--- src/rtl/multi_cycle_control.sv ---
// State register and control-signal generator for the multicycle CPU.
// Registers the next-state code, decodes control, latches halt and counts fetches.
module multi_cycle_control #(
    parameter int COUNT_W = 16
) (
    input  logic               CLK,
    input  logic               Reset,
    input  logic [2:0]         next_state,
    input  logic [5:0]         opcode,
    input  logic               zero,
    output logic [2:0]         state,
    output logic               PCWre,
    output logic               IRWre,
    output logic               RegWre,
    output logic               mRD,
    output logic               mWR,
    output logic               ALUSrcA,
    output logic               ALUSrcB,
    output logic [1:0]         RegDst,
    output logic               WrRegDSrc,
    output logic               DBDataSrc,
    output logic               ExtSel,
    output logic [1:0]         PCSrc,
    output logic [2:0]         ALUOp,
    output logic               halted,
    output logic [COUNT_W-1:0] inst_count
);

    typedef enum logic [2:0] {
        S_IF   = 3'b000,
        S_ID   = 3'b001,
        S_CEXE = 3'b010,
        S_MEM  = 3'b011,
        S_CWB  = 3'b100,
        S_BEXE = 3'b101,
        S_AEXE = 3'b110,
        S_AWB  = 3'b111
    } state_t;

    localparam logic [5:0] OP_ADD   = 6'b000000;
    localparam logic [5:0] OP_SUB   = 6'b000001;
    localparam logic [5:0] OP_ADDIU = 6'b000010;
    localparam logic [5:0] OP_AND   = 6'b010000;
    localparam logic [5:0] OP_ANDI  = 6'b010001;
    localparam logic [5:0] OP_ORI   = 6'b010010;
    localparam logic [5:0] OP_SLL   = 6'b011000;
    localparam logic [5:0] OP_SLT   = 6'b100110;
    localparam logic [5:0] OP_SLTI  = 6'b100111;
    localparam logic [5:0] OP_SW    = 6'b110000;
    localparam logic [5:0] OP_LW    = 6'b110001;
    localparam logic [5:0] OP_BEQ   = 6'b110100;
    localparam logic [5:0] OP_J     = 6'b111000;
    localparam logic [5:0] OP_JR    = 6'b111001;
    localparam logic [5:0] OP_JAL   = 6'b111010;
    localparam logic [5:0] OP_HALT  = 6'b111111;

    localparam logic [COUNT_W-1:0] COUNT_ONE = {{(COUNT_W-1){1'b0}}, 1'b1};

    state_t cur_state;
    state_t nxt_state;
    logic   legal_op;
    logic   aWB_writes;

    assign nxt_state = state_t'(next_state);
    assign state     = cur_state;

    // Once halted the machine parks in IF and neither fetches nor counts until reset.
    always_ff @(posedge CLK or negedge Reset) begin
        if (!Reset) begin
            cur_state  <= S_IF;
            halted     <= 1'b0;
            inst_count <= '0;
        end else if (halted) begin
            cur_state <= S_IF;
        end else begin
            cur_state <= nxt_state;
            if (cur_state == S_ID && opcode == OP_HALT)
                halted <= 1'b1;
            if (cur_state == S_IF && inst_count != '1)
                inst_count <= inst_count + COUNT_ONE;
        end
    end

    // Unknown opcodes decode as add but must never write anything.
    always_comb begin
        legal_op = 1'b0;
        case (opcode)
            OP_ADD, OP_SUB, OP_ADDIU, OP_AND, OP_ANDI, OP_ORI, OP_SLL, OP_SLT,
            OP_SLTI, OP_SW, OP_LW, OP_BEQ, OP_J, OP_JR, OP_JAL, OP_HALT:
                legal_op = 1'b1;
            default: legal_op = 1'b0;
        endcase
    end

    assign aWB_writes = legal_op && !(opcode == OP_HALT || opcode == OP_J ||
                                      opcode == OP_JR || opcode == OP_SW ||
                                      opcode == OP_BEQ);

    // Write enables are qualified by Reset so an abort takes effect without a clock edge.
    always_comb begin
        IRWre  = 1'b0;
        PCWre  = 1'b0;
        RegWre = 1'b0;
        mRD    = 1'b0;
        mWR    = 1'b0;
        if (Reset && !halted) begin
            IRWre = (cur_state == S_IF);
            PCWre = (cur_state != S_IF) && (nxt_state == S_IF) &&
                    !(cur_state == S_ID && opcode == OP_HALT);
        end
        if (Reset) begin
            RegWre = (cur_state == S_AWB && aWB_writes) ||
                     (cur_state == S_CWB && opcode == OP_LW) ||
                     (cur_state == S_ID  && opcode == OP_JAL);
            mRD    = (cur_state == S_MEM) && (opcode == OP_LW);
            mWR    = (cur_state == S_MEM) && (opcode == OP_SW);
        end
    end

    always_comb begin
        ALUSrcA   = (opcode == OP_SLL);
        ALUSrcB   = 1'b0;
        RegDst    = 2'b10;
        WrRegDSrc = (opcode != OP_JAL);
        DBDataSrc = (opcode == OP_LW);
        ExtSel    = !(opcode == OP_ANDI || opcode == OP_ORI);
        PCSrc     = 2'b00;
        ALUOp     = 3'b000;
        case (opcode)
            OP_ADDIU, OP_ANDI, OP_ORI, OP_SLTI, OP_LW: begin
                ALUSrcB = 1'b1;
                RegDst  = 2'b01;
            end
            OP_SW:   ALUSrcB = 1'b1;
            OP_JAL:  RegDst  = 2'b00;
            default: ;
        endcase
        case (opcode)
            OP_J, OP_JAL: PCSrc = 2'b11;
            OP_JR:        PCSrc = 2'b10;
            OP_BEQ:       PCSrc = zero ? 2'b01 : 2'b00;
            default:      PCSrc = 2'b00;
        endcase
        case (opcode)
            OP_SUB, OP_BEQ:   ALUOp = 3'b001;
            OP_SLL:           ALUOp = 3'b010;
            OP_ORI:           ALUOp = 3'b011;
            OP_AND, OP_ANDI:  ALUOp = 3'b100;
            OP_SLT, OP_SLTI:  ALUOp = 3'b110;
            default:          ALUOp = 3'b000;
        endcase
    end

endmodule

--- config.mk ---
export PLATFORM = sky130hd
export DESIGN_NAME = multi_cycle_control
export DESIGN_NICKNAME = d
export VERILOG_FILES = /design/src/rtl/multi_cycle_control.sv
export SDC_FILE = /design/constraint.sdc
export NUM_CORES = 1
export LEC_CHECK = 0
export CAP_MARGIN = 25
export CORE_UTILIZATION = 48
export DETAILED_ROUTE_END_ITERATION = 10
export GPL_ROUTABILITY_DRIVEN = 0
export GPL_TIMING_DRIVEN = 1
export PLACE_DENSITY = 0.85
export SYNTH_ARGS = -nofsm -noshare
export SYNTH_HDL_FRONTEND = slang
export SYNTH_SLANG_ARGS = --single-unit
--- constraint.sdc ---
create_clock -name CLK -period 4.88 [get_ports CLK]
set_input_delay 1.22 -clock CLK [delete_from_list [all_inputs] [get_ports CLK]]
set_output_delay 1.22 -clock CLK [all_outputs]
set_load 0.02 [all_outputs]
metal_stack.png
Two of the layers only.
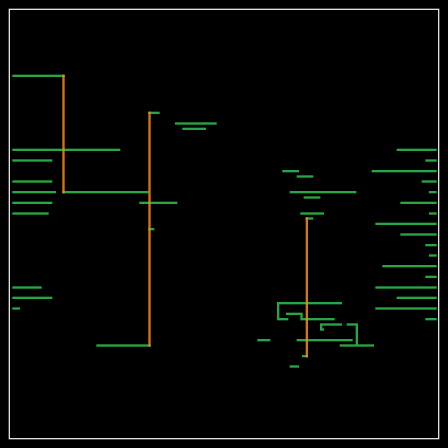
met4: in orange, wire length 62.6 um. met3: in green, wire length 205 um.
Post-Route WL: 3490 um
average wire per standard cell: 14.7 um
All-Layer GR Usage: 0.251

registers.png
The bar under the picture is 20 um long. Other sequential cells in the stronger gray, the rest of the logic in the fainter gray.
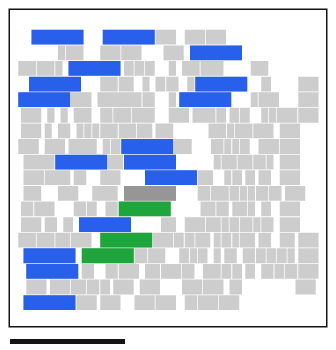
`inst_count`: in blue, sequential cells 16. `state`: in green, sequential cells 3.

gate_families.png
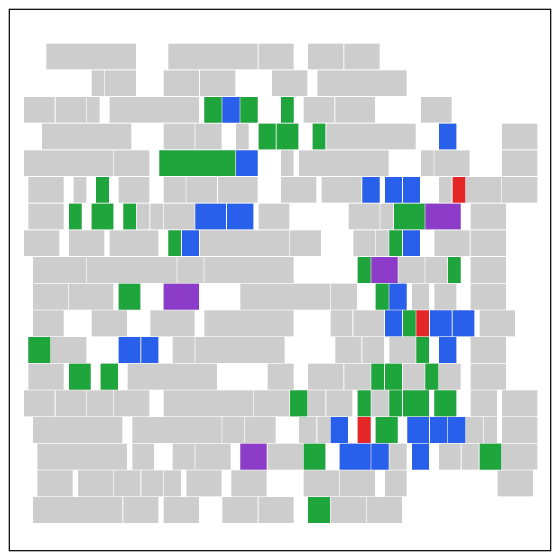
inverting AOI/OAI gates: in blue, cells 24. NAND gates: in green, cells 35. AND-OR and OR-AND gates: in purple, cells 4. inverters: in red, cells 3.

drive_strength.png
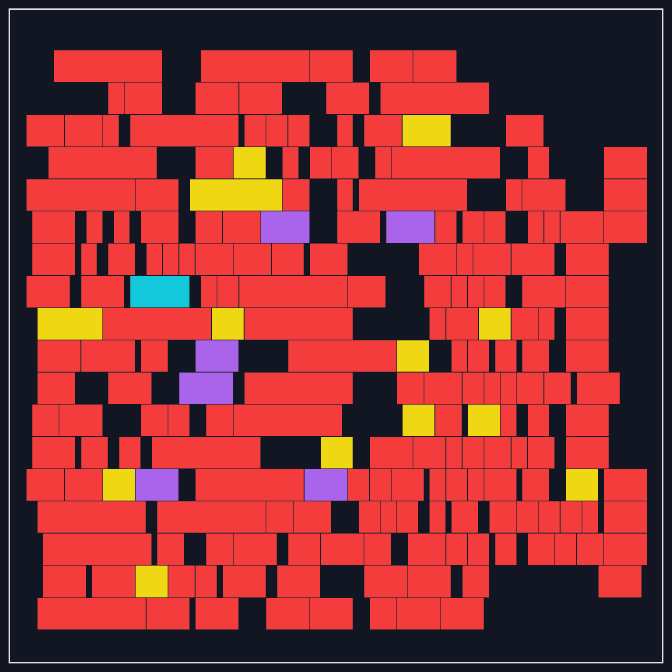
drive 1 or less: in red, cells 188. drive 3 to 4: in yellow, cells 13. drive 2: in purple, cells 6. drive 6 and up: in cyan, cells 1.

==> qor.csv <==
stage,metric,value,unit
grt,use_met3,0.0355,
sta,period_used_share,0.968,
synthesis,synth_simple_gate_area_share,0.354,
layout,drive_gt1_frac,0.0962,
power,top_power_group,sequential cells,
layout,buffers,55,
layout,seq_area_frac,0.261,
layout,antenna_cells,0,
clocking,clkSinkCount,20,
setup_path,crit_end,RegDst[0],
clocking,clock_latency,0.31,ns
synthesis,ys_warn_count,0,
layout,inv_count,3,
synthesis,ys_sh_aoi,0.127,
synthesis,yosys-stat-area,1350,sq um
power,powerClk,0.0978,mW
layout,design.seq.count,20,
grt,grt_pass1_wl,5400,um
floorplan,chipArea,3030,sq um
status,status,finished clean,
synthesis,synth.avg_cell_area,8.66,sq um
clocking,numCtsBuffers,3,
grt,antenna_found_initial,0,
synthesis,synthCells,156,
setup_path,worstPathRequired,3.66,ns
==> flip-flops by register name (all words and copies together), names as in the netlist <==
name	flops
inst_count	16
state	3
halted	1
==> synthesized netlist by cell type (all sizes together) (2+ instances only) <==
cell type	n
a21o	2
nor2b	9
a31oi	5
mux2	2
nand3	6
nor2	13
dfrtp	20
o21ai	6
nand2	16
nand4	7
nor3b	2
nand2b	4
nor4b	2
and2	2
inv	3
buf	4
and3	2
and4	2
nor3	9
a21oi	10
xnor2	5
clkbuf	3
xor2	8
==> stage by stage <==
stage	instances	setup slack [ns]	power (mW)
floorplan	156	1.11	0.314
finish	238	0.157	0.495
global placement	234	0.223	0.394
global route	238	0.0141	0.521
detailed placement	234	0.189	0.400
CTS	238	0.198	0.498
Power figures rest on the tool's default switching activity, not on a simulated workload.
